==> src/rtl/rom_load_ctrl.sv <==
// ROM download sequencer: steers the hps_io byte stream into four ROM regions,
// validates that the image is contiguous and complete, and owns the game core reset.
module rom_load_ctrl #(
    parameter logic [15:0] R0_END   = 16'h6000,
    parameter logic [15:0] R1_END   = 16'h7000,
    parameter logic [15:0] R2_END   = 16'h8000,
    parameter logic [15:0] R3_END   = 16'h8020,
    parameter logic [15:0] RST_HOLD = 16'd16
) (
    input  logic        clk_sys,
    input  logic        reset_n,
    input  logic        ioctl_download,
    input  logic        ioctl_wr,
    input  logic [24:0] ioctl_addr,
    input  logic [7:0]  ioctl_dout,
    input  logic        ext_reset,
    output logic [15:0] rom_addr,
    output logic [7:0]  rom_data,
    output logic [3:0]  rom_we,
    output logic        core_reset,
    output logic        load_done,
    output logic        load_err,
    output logic [16:0] byte_cnt,
    output logic [1:0]  fsm_state
);

    typedef enum logic [1:0] {
        S_WAIT = 2'd0,
        S_LOAD = 2'd1,
        S_HOLD = 2'd2,
        S_RUN  = 2'd3
    } state_t;

    state_t      state;
    logic [15:0] hold_cnt;
    logic [3:0]  dec_we;
    logic [15:0] dec_base;
    logic        dec_oob;
    logic        addr_gap;
    logic        go_load;

    // Handshake: ioctl_wr is a single-cycle strobe, valid only while ioctl_download
    // is high; there is no back-pressure, so every qualified strobe is consumed.
    always_comb begin
        dec_we   = 4'b0000;
        dec_base = 16'h0000;
        dec_oob  = 1'b0;
        if (ioctl_addr < {9'd0, R0_END}) begin
            dec_we = 4'b0001;
        end else if (ioctl_addr < {9'd0, R1_END}) begin
            dec_we   = 4'b0010;
            dec_base = R0_END;
        end else if (ioctl_addr < {9'd0, R2_END}) begin
            dec_we   = 4'b0100;
            dec_base = R1_END;
        end else if (ioctl_addr < {9'd0, R3_END}) begin
            dec_we   = 4'b1000;
            dec_base = R2_END;
        end else begin
            dec_oob = 1'b1;
        end
    end

    assign addr_gap  = (ioctl_addr != {8'd0, byte_cnt});
    // A new download pre-empts every other state, including a pending ext_reset.
    assign go_load   = ioctl_download && (state != S_LOAD);
    assign fsm_state = state;

    always_ff @(posedge clk_sys or negedge reset_n) begin
        if (!reset_n) begin
            state      <= S_WAIT;
            hold_cnt   <= 16'd0;
            rom_addr   <= 16'd0;
            rom_data   <= 8'd0;
            rom_we     <= 4'b0000;
            core_reset <= 1'b1;
            load_done  <= 1'b0;
            load_err   <= 1'b0;
            byte_cnt   <= 17'd0;
        end else begin
            rom_we <= 4'b0000;
            if (go_load) begin
                state      <= S_LOAD;
                byte_cnt   <= 17'd0;
                load_err   <= 1'b0;
                load_done  <= 1'b0;
                core_reset <= 1'b1;
            end else begin
                case (state)
                    S_WAIT: begin
                        core_reset <= 1'b1;
                    end
                    S_LOAD: begin
                        core_reset <= 1'b1;
                        if (!ioctl_download) begin
                            if (byte_cnt == {1'b0, R3_END} && !load_err) begin
                                state    <= S_HOLD;
                                hold_cnt <= RST_HOLD;
                            end else begin
                                load_err <= 1'b1;
                                state    <= S_WAIT;
                            end
                        end else if (ioctl_wr) begin
                            rom_data <= ioctl_dout;
                            rom_addr <= ioctl_addr[15:0] - dec_base;
                            rom_we   <= dec_we;
                            if (addr_gap || dec_oob) begin
                                load_err <= 1'b1;
                            end
                            if (byte_cnt != 17'h1FFFF) begin
                                byte_cnt <= byte_cnt + 17'd1;
                            end
                        end
                    end
                    S_HOLD: begin
                        core_reset <= 1'b1;
                        if (ext_reset) begin
                            hold_cnt <= RST_HOLD;
                        end else if (hold_cnt <= 16'd1) begin
                            // Release on the cycle the count reaches zero.
                            hold_cnt   <= 16'd0;
                            state      <= S_RUN;
                            core_reset <= 1'b0;
                            load_done  <= 1'b1;
                        end else begin
                            hold_cnt <= hold_cnt - 16'd1;
                        end
                    end
                    S_RUN: begin
                        if (ext_reset) begin
                            state      <= S_HOLD;
                            hold_cnt   <= RST_HOLD;
                            core_reset <= 1'b1;
                        end else begin
                            core_reset <= 1'b0;
                        end
                    end
                    default: begin
                        state <= S_WAIT;
                    end
                endcase
            end
        end
    end

endmodule

==> config.mk <==
export PLATFORM = sky130hd
export DESIGN_NAME = rom_load_ctrl
export DESIGN_NICKNAME = d
export VERILOG_FILES = /design/src/rtl/rom_load_ctrl.sv
export SDC_FILE = /design/constraint.sdc
export NUM_CORES = 1
export LEC_CHECK = 0
export ABC_AREA = 1
export ABC_CLOCK_PERIOD_IN_PS = 2600
export CAP_MARGIN = 20
export CORE_UTILIZATION = 51
export CTS_CLUSTER_DIAMETER = 100
export CTS_CLUSTER_SIZE = 8
export DETAILED_ROUTE_END_ITERATION = 16
export PLACE_DENSITY_LB_ADDON = 0.05
export REMOVE_ABC_BUFFERS = 1
export SYNTH_ARGS = -nofsm -noshare
export SYNTH_HDL_FRONTEND = slang
export SYNTH_SLANG_ARGS = --single-unit
==> constraint.sdc <==
create_clock -name clk_sys -period 2.6 [get_ports clk_sys]
set_input_delay 0.39 -clock clk_sys [delete_from_list [all_inputs] [get_ports clk_sys]]
set_output_delay 0.39 -clock clk_sys [all_outputs]
set_load 0.01 [all_outputs]
### Clock routing, run 1

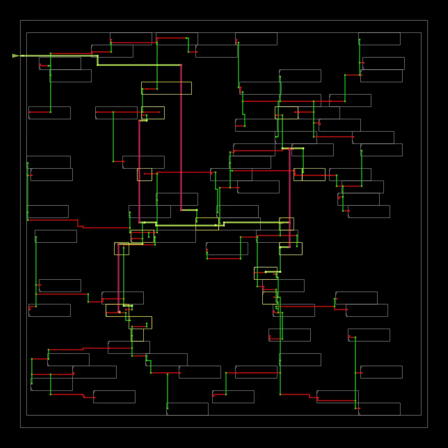
CTS sink cnt: 66
clock network latency to the later pin of the worst-skew pair: 340 ps

### Where the registers sit, run 1

The bar under the picture is 20 um long.
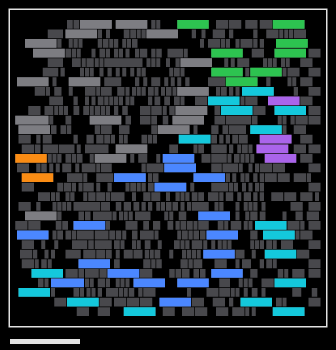
| name in the netlist | color | sequential cells |
|---|---|---|
| byte_cnt | blue | 17 |
| rom_data | green | 8 |
| fsm_state | orange | 2 |
| rom_we | purple | 4 |
| rom_addr | cyan | 16 |
not colored: 19

==> metrics.log, run 1 <==
[metrics] run summary
INFO  metric count_of_library_flops_with_an_enable_pin = 0
INFO  metric final.period_utilization = 0.915
INFO  metric synth_cells = roughly 540
INFO  metric grt_remaining_overflow = 0
INFO  metric ys_top_cells_by_count = nand2_1, inv_1, dfrtp_1
INFO  metric crit_path_end_kind = register
INFO  metric skew = 6.28 ps
INFO  metric most_flop_heavy_register = byte_cnt
INFO  metric synthesized_area_fraction_occupied_by_and_or_nand_nor_cells = 0.337
INFO  metric seq_cell_power = 1.47 mW
INFO  metric drt-initial-drc-count = roughly 230
INFO  metric post_synth_instance_area = ~0.004 mm2
INFO  metric routed_wirelength = approximately 9.9 mm
INFO  metric die_height = roughly 90 um
INFO  metric mux_area_frac = 0
INFO  metric drive_above_1_share = 0.0891
INFO  metric grt_pass1_vias = 3604
INFO  metric dp.final_hpwl = approximately 7 mm
INFO  metric postLayoutCoreUtil = 0.703
INFO  metric synthAoiAreaFrac = 0.0905
INFO  metric fp.dieArea = around 0.0081 mm2
INFO  metric stage_log_warnings = 29
INFO  metric largest_reg_flops = 17
INFO  metric number_of_antenna_violations_at_the_first_check_in_global_routing = 0
INFO  metric worst-path-max-fanout = 7
INFO  metric synth_chip_area = about 0.0039 mm2
INFO  metric yosys-stat-cells = ~540
INFO  metric tally_of_unique_sky130hd_cells_used_after_synthesis = 39
INFO  metric leak_pwr = between 2 and 2.5 nW
INFO  metric synth.largest_area_cell = dfrtp_1
INFO  metric run_status = complete, no violations
INFO  metric cts_root_buf = clkbuf_8
INFO  metric swShare = 0.376
INFO  metric netlist.top_cell.by_instances = nand2_1
INFO  metric ys_sh_adder = 0.0402
INFO  metric routed-via-count = 3851
INFO  metric timing.final.max_slew_violations = 0
INFO  metric grt_util_all_layers = 0.261
INFO  metric setup_viol = 0
INFO  metric timing.final.crit_period = about 2400 ps
INFO  metric timing.setup.critical_path_class = register to register
INFO  metric yosysWarningCount = 0
INFO  metric coreArea = around 0.0073 mm2
INFO  metric timing.setup.tns = 0 ps
INFO  metric peak_supply_drop = 0.439 mV
INFO  metric power.group.top = combinational cells
### A small window of the routed layout, run 1

Window x 52 to 82, y 7 to 37 um. Cells in gray, sequential cells in the stronger gray; small squares are vias.
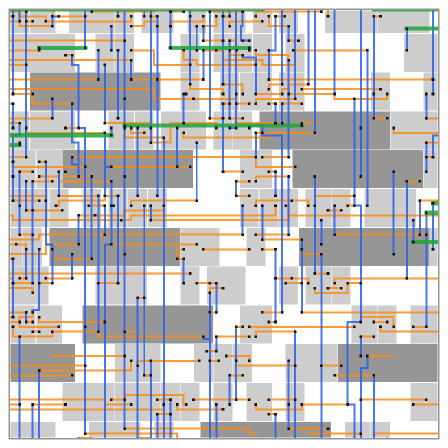
| layer | color |
|---|---|
| metal 2 | blue |
| metal 3 | green |
| metal 1 | orange |
netlist names of flops here include: byte_cnt (4), rom_addr (4)
cells with their middle in the window: 87
sequential cells in the window: 8
most frequent: nand2_1 (23), inv_1 (12), clkdlybuf4s50_1 (9)

### Clock distribution, run 1

The bar under the picture is 20 um long.
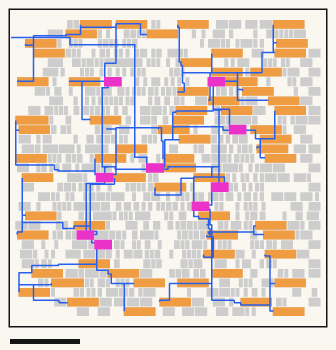
[clock wires] blue | length: 923 um
[flip-flops] orange | count: 66
[clock drivers] magenta | count: 9
flops lie: spread over the die
routed clock nets: 10
share of power burned in the clock network: 0.223
clock network power: 889 uW

==> run 1: per-stage QoR <==
stage / worst slack [ps] / hold slack (ps) / cell area (um2) / total power [mW] / instances
after floorplan: 382 / 94.4 / 3870 / 2.38 / 528
after global placement: 157 / 453 / 4930 / 3.07 / 723
after detailed placement: 65.9 / 457 / 4930 / 3.12 / 723
after CTS: 114 / 261 / 5130 / 4.01 / 739
after global routing: 14.4 / 308 / 5150 / 4.30 / 739
final: 222 / 232 / 5150 / 4.00 / 739
==> run 1: worst paths after layout <==
path                       depth (start not counted)  slack, ps           to
setup / recovery                                  13        220  byte_cnt[8]
hold / removal                                     2        230  rom_addr[5]
setup reg to reg                                  13        220  byte_cnt[8]
hold reg to reg                                    2        470  rom_data[0]
max in group asynchronous                          2       1790  byte_cnt[1]
min in group clk_sys                               2        470  rom_data[0]
==> run 1: layout make-up <==
cell class | count | area, um2
clock inverter | 7 | 77.6
fill | 605 | 2180
tap | 99 | 124
sequential | 66 | 1650
inverter | 72 | 273
clock buffer | 9 | 124
timing repair buffer | 96 | 933
multi-input combinational | 390 | 1970
==> run 1: per-layer routing <==
layer  vias up  global-route usage  share of wire
li1       1902                   -              -
met1      1789               0.365           0.46
met2       143               0.414           0.46
met3        17              0.0440          0.063
met4         0              0.0806          0.018
met5         -                   0              0
==> run 1: critical path, stage by stage, from the launching register on <==
cell and delay (ps):
dfrtp_1 420, ha_1 220, inv_1 90, nor3_2 180, nand3_1 130, nor4_2 190
ha_2 260, nand3b_1 190, nand2_4 90, nand2_1 90, inv_2 50, nand2_1 100
nor2_2 50, a211oi_1 220
==> run 1: timing repair <==
item	in CTS	in global routing
resized	0	7
hold buffers	0	0
setup endpoints to repair	0	7
### Cells by drive strength, run 1

The bar under the picture is 20 um long.
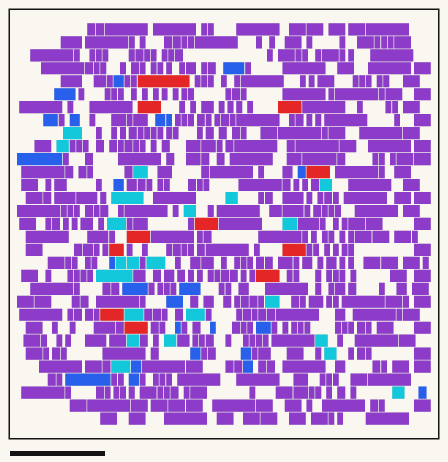

--- run 2 (diff from run 1) ---
--- a/config.mk
+++ b/config.mk
@@ -7,13 +7,13 @@
 export LEC_CHECK = 0
 export ABC_AREA = 1
 export ABC_CLOCK_PERIOD_IN_PS = 2600
-export CAP_MARGIN = 20
 export CORE_UTILIZATION = 51
 export CTS_CLUSTER_DIAMETER = 100
 export CTS_CLUSTER_SIZE = 8
 export DETAILED_ROUTE_END_ITERATION = 16
 export PLACE_DENSITY_LB_ADDON = 0.05
 export REMOVE_ABC_BUFFERS = 1
+export SKIP_LAST_GASP = 1
 export SYNTH_ARGS = -nofsm -noshare
 export SYNTH_HDL_FRONTEND = slang
 export SYNTH_SLANG_ARGS = --single-unit
==> constraint.sdc (replaced) <==
create_clock -name clk_sys -period 2.6 [get_ports clk_sys]
set_input_delay 0.65 -clock clk_sys [delete_from_list [all_inputs] [get_ports clk_sys]]
set_output_delay 0.65 -clock clk_sys [all_outputs]
set_load 0.01 [all_outputs]
### Cells by drive strength, run 2

The bar under the picture is 20 um long.
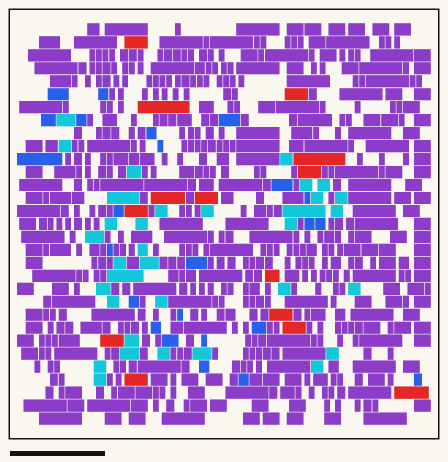
| size | color | cells |
|---|---|---|
| _3 and _4 cells | cyan | 34 |
| _6 and larger | red | 14 |
| _2 cells | blue | 24 |
| _0 and _1 cells | purple | 582 |
worst-case setup margin in the final layout: 215 ps
count of non-CTS buffers in the layout: 110

==> metrics.log, run 2 <==
[metrics] run summary
INFO  metric synth_chip_area = ~0.004 mm2
INFO  metric timing.setup.critical_path_class = input port to register
INFO  metric grt_util_all_layers = 0.256
INFO  metric drt-initial-drc-count = ~220
INFO  metric peak_supply_drop = around 0.49 mV
INFO  metric synthAoiAreaFrac = 0.0905
INFO  metric inverters = slightly above 70
INFO  metric ys_top_cells_by_count = nand2_1, inv_1, dfrtp_1
INFO  metric clkCellAreaFrac = 0.0426
INFO  metric run_status = complete, no violations
INFO  metric grt_remaining_overflow = 0
INFO  metric synthesized_area_fraction_occupied_by_and_or_nand_nor_cells = 0.337
INFO  metric dp.final_hpwl = about 7.1 mm
INFO  metric die_height = roughly 90 um
INFO  metric synth_cells = between 500 and 600
INFO  metric netlist.top_cell.by_instances = nand2_1
INFO  metric yosysWarningCount = 0
INFO  metric fp.dieArea = about 0.008 mm2
INFO  metric timing.final.crit_period = roughly 2400 ps
INFO  metric cts_root_buf = clkbuf_8
INFO  metric regToRegSetupSlack = around 300 ps
INFO  metric leak_pwr = between 2 and 3 nW
INFO  metric yosys-stat-cells = 538
INFO  metric number_of_antenna_violations_at_the_first_check_in_global_routing = 0
INFO  metric logic_gate_count = 390
INFO  metric largest_reg_flops = 17
INFO  metric drive_above_1_share = 0.110
INFO  metric seq_area_frac = 0.311
INFO  metric buffer_area_frac = 0.200
INFO  metric coreArea = around 0.0073 mm2
INFO  metric total_power = between 4 and 5 mW
INFO  metric final-seq-area = around 0.0017 mm2
INFO  metric stage_log_warnings = 30
INFO  metric timing.final.max_slew_violations = 0
INFO  metric crit_path_end_kind = register
INFO  metric mux_area_frac = 0
INFO  metric num-fill-cells = a little over 600
INFO  metric postLayoutCoreUtil = 0.725
INFO  metric layoutNonFillerInstCount = ~750
INFO  metric synth.largest_area_cell = dfrtp_1
INFO  metric clkSinkCount = roughly 66
INFO  metric dpl.cell_count = between 700 and 800
INFO  metric count_of_library_flops_with_an_enable_pin = 0
INFO  metric layout.area.comb = slightly below 0.002 mm2
INFO  metric setup_viol = 0
INFO  metric routed_wirelength = 9.76 mm
INFO  metric routed-via-count = between 3000 and 4000
INFO  metric grt_pass1_vias = 3571
INFO  metric multi_input_combinational_area_share = 0.372
INFO  metric post_synth_instance_area = between 0.003 and 0.004 mm2
INFO  metric ys_sh_adder = 0.0402
### Clock routing, run 2

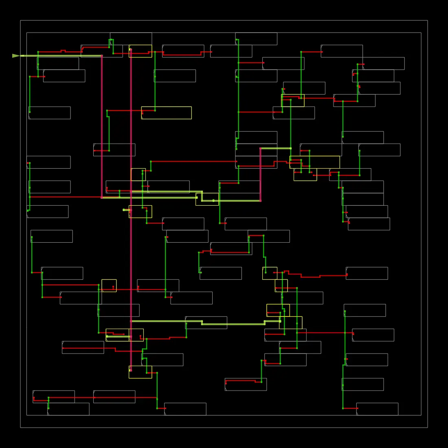
clock network power: 991 uW
clock network latency to the later pin of the worst-skew pair: 350 ps
clkbuf count: 9
number of flip-flops and latches: 66
post-route clock skew: 4.39 ps

run 2: worst paths after layout:
check | startpoint | endpoint | depth (start not counted)
min in group clk_sys | rom_data[3] | rom_data[3] | 2
hold / removal | reset_n | rom_addr[6] | 2
setup / recovery | ioctl_addr[17] | rom_addr[13] | 13
max in group asynchronous | reset_n | core_reset | 2
hold reg to reg | rom_data[3] | rom_data[3] | 2
setup reg to reg | byte_cnt[0] | byte_cnt[11] | 14
run 2: worst max-delay path, stage by stage:
cell,delay (ps)
clkdlybuf4s50_1,400
nor2_1,110
nand4_1,140
inv_1,90
nand2_1,60
nor2_1,90
inv_1,70
nor2_2,120
inv_2,80
nor2_2,100
ha_1,180
fa_1,420
o21ai_1,140
run 2: metrics by stage:
| step | TNS [ps] | area, um2 | hold slack (ps) | setup WS (ps) |
|---|---|---|---|---|
| after floorplan | 0 | 3870 | 354 | 366 |
| after global placement | -190 | 5040 | 453 | -78.5 |
| after detailed placement | -506 | 5040 | 462 | -202 |
| after CTS | 0 | 5270 | 317 | 132 |
| after global routing | -0.784 | 5320 | 335 | -0.784 |
| final | 0 | 5320 | 305 | 215 |
run 2: metal layers:
metal | wire length (um) | share of wire | up-vias | track usage
met5 | 0 | 0 | - | 0
met4 | 148 | 0.015 | 0 | 0.0861
met3 | 736 | 0.075 | 14 | 0.0533
met2 | 4330 | 0.44 | 142 | 0.398
met1 | 4550 | 0.47 | 1793 | 0.357
li1 | - | - | 1931 | -
run 2: timing repair:
action | in CTS | in global routing
hold endpoints to repair | 0 | 0
hold buffers | 0 | 0
endpoints found under the setup margin | 0 | 9
gates resized | 0 | 8
setup buffers | 0 | 2
run 2: power by group:
part	total, mW	internal [mW]	switching (mW)
Sequential	1.47	1.29	0.178
Clock	0.991	0.548	0.443
Combinational	1.68	0.789	0.891
### Where the registers sit, run 2

The bar under the picture is 20 um long.
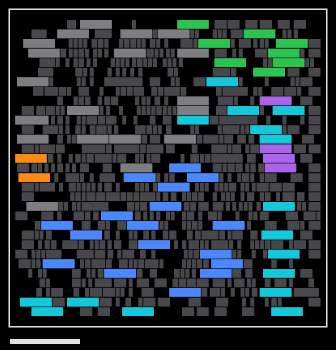

--- run 3 (diff from run 2) ---
--- a/config.mk
+++ b/config.mk
@@ -7,7 +7,7 @@
 export LEC_CHECK = 0
 export ABC_AREA = 1
 export ABC_CLOCK_PERIOD_IN_PS = 2600
-export CORE_UTILIZATION = 51
+export CORE_UTILIZATION = 31
 export CTS_CLUSTER_DIAMETER = 100
 export CTS_CLUSTER_SIZE = 8
 export DETAILED_ROUTE_END_ITERATION = 16
### Where the registers sit, run 3

The bar under the picture is 20 um long.
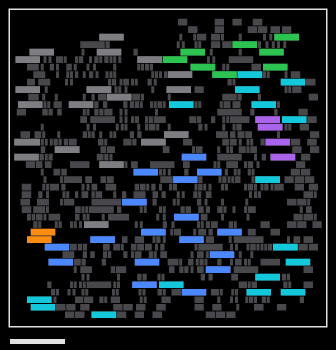
| name in the netlist | color | sequential cells |
|---|---|---|
| rom_data | green | 8 |
| fsm_state | orange | 2 |
| byte_cnt | blue | 17 |
| rom_addr | cyan | 16 |
| rom_we | purple | 4 |
Register Area: 0.00165 mm2
flop share of the area: 0.296
fraction of the core area covered by cells at the end of the flow: 0.459

==> metrics.log, run 3 <==
[metrics] run summary
INFO  metric seq_cell_power = 1.47 mW
INFO  metric timing.final.crit_period = ~2400 ps
INFO  metric coreArea = around 0.012 mm2
INFO  metric total_power = about 4.5 mW
INFO  metric placed_area = 0.00521 mm2
INFO  metric yosys-stat-cells = between 500 and 600
INFO  metric setup_viol = 0
INFO  metric drive_above_1_share = 0.128
INFO  metric tally_of_unique_sky130hd_cells_used_after_synthesis = 39
INFO  metric cp_launch_point = ioctl_addr[21]
INFO  metric netlist.top_cell.by_instances = nand2_1
INFO  metric crit_path_top_delay_cell = clkdlybuf4s50_1
INFO  metric cts_root_buf = clkbuf_16
INFO  metric power.group.top = combinational cells
INFO  metric timing.final.max_slew_violations = 0
INFO  metric synth_chip_area = 0.00393 mm2
INFO  metric swShare = 0.349
INFO  metric run_status = complete, no violations
INFO  metric dpl.cell_count = slightly above 800
INFO  metric share_seq_of_total_power = 0.326
INFO  metric report.final.hold_viol_count = 0
INFO  metric synth.largest_area_cell = dfrtp_1
INFO  metric peak_supply_drop = ~0.37 mV
INFO  metric most_flop_heavy_register = byte_cnt
INFO  metric worst_skew_pair.late_latency = 350 ps
INFO  metric yosysWarningCount = 0
INFO  metric worstPathCellList = clkdlybuf4s50_1 -> nor2_1 -> nand4_1 -> inv_1 -> nand2_2 -> nor2_1 -> inv_1 -> nor2_2 -> inv_2 -> nor2_2 -> ha_2 -> fa_1 -> o21ai_1
INFO  metric worst-path-max-fanout = 4
INFO  metric timing.setup.critical_path_class = input port to register
INFO  metric cts_hold_buffers = 0
INFO  metric drt-initial-drc-count = 188
INFO  metric port_buffers = between 80 and 90
INFO  metric dp.final_hpwl = 8.35 mm
INFO  metric net-switching-power = about 1.6 mW
INFO  metric timing.critical_path.buf_inv = 4
INFO  metric routed_wirelength = 11.1 mm
INFO  metric layoutNonFillerInstCount = 832
INFO  metric critical_path.max_stage_delay = about 400 ps
INFO  metric grt_util_all_layers = 0.183
INFO  metric fp-row-count = 40
INFO  metric ys_top_cells_by_count = nand2_1, inv_1, dfrtp_1
INFO  metric clkSinkCount = approximately 66
INFO  metric fp.dieArea = around 0.013 mm2
INFO  metric post_synth_instance_area = 0.00393 mm2
INFO  metric stage_log_warnings = 29
INFO  metric grt_remaining_overflow = 0
INFO  metric crit_family = buffers and inverters
INFO  metric count_of_library_flops_with_an_enable_pin = 0
INFO  metric synth_cells = around 540
INFO  metric die_height = 115 um
INFO  metric routed-via-count = between 3000 and 4000
INFO  metric r2r-start = byte_cnt[0]
INFO  metric final_area = 0.00558 mm2
INFO  metric power_report.internal_total = ~2.9 mW
INFO  metric grt_pass1_vias = between 3000 and 4000
INFO  metric power.share.clock = 0.297
INFO  metric leak_pwr = 2.65 nW
### Clock routing, run 3

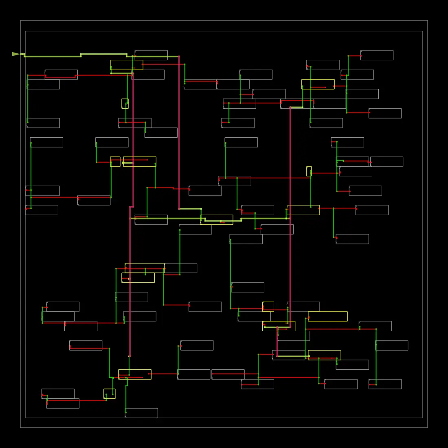
clock network power: 1.34 mW
clkbuf count: 10
post-route clock skew: 10.0 ps

==> run 3: cell counts after synthesis <==
No cell type changed its count.
==> run 3: metal layers <==
layer  track usage  vias to the layer above  part of all wire
li1              -                     1950                 -
met1         0.256                     1685              0.50
met2         0.276                       77              0.43
met5             0                        -                 0
met4        0.0779                        0             0.017
met3        0.0318                       12             0.043
==> run 3: kinds of logic (layout without fill, tap and decap cells) <==
family          Yosys count  after routing  synth area share
xor+xnor                 12             12            0.0268
simple gates            305            305             0.337
fa+ha+maj                12             12            0.0402
buf+inv                  82            208            0.0841
flops                    66             66             0.421
compound gates           61             61            0.0905
==> run 3: path summary, 6_finish.rpt <==
kind | end | slack (ps) | cells past startpoint
min in group clk_sys | rom_data[1] | 470 | 2
setup / recovery | rom_addr[13] | 220 | 13
max in group asynchronous | hold_cnt[6] | 1940 | 2
setup reg to reg | byte_cnt[13] | 280 | 14
hold reg to reg | rom_data[1] | 470 | 2
hold / removal | rom_addr[5] | 110 | 1
==> run 3: metrics by stage <==
| step | setup TNS (ps) | setup slack (ps) |
|---|---|---|
| after detailed placement | -563 | -226 |
| after global placement | -306 | -125 |
| after CTS | 0 | 128 |
| final | 0 | 217 |
| after floorplan | 0 | 366 |
| after global routing | -36.5 | -18.3 |
==> run 3: area by class of cell <==
type / instances / area (um2)
Fill cell: 1250 / 6580
Timing Repair Buffer: 120 / 1140
Multi-Input combinational cell: 390 / 1990
Sequential cell: 66 / 1650
Clock buffer: 10 / 229
Tap cell: 168 / 210
Clock inverter: 6 / 90.1
Inverter: 72 / 273
==> run 3: repair_timing <==
item / 4_1_cts / 5_1_grt
resized: 0 / 13
setup endpoints to repair: 0 / 9
buffers inserted: 0 / 1
Power is estimated from default activity; no workload was simulated.
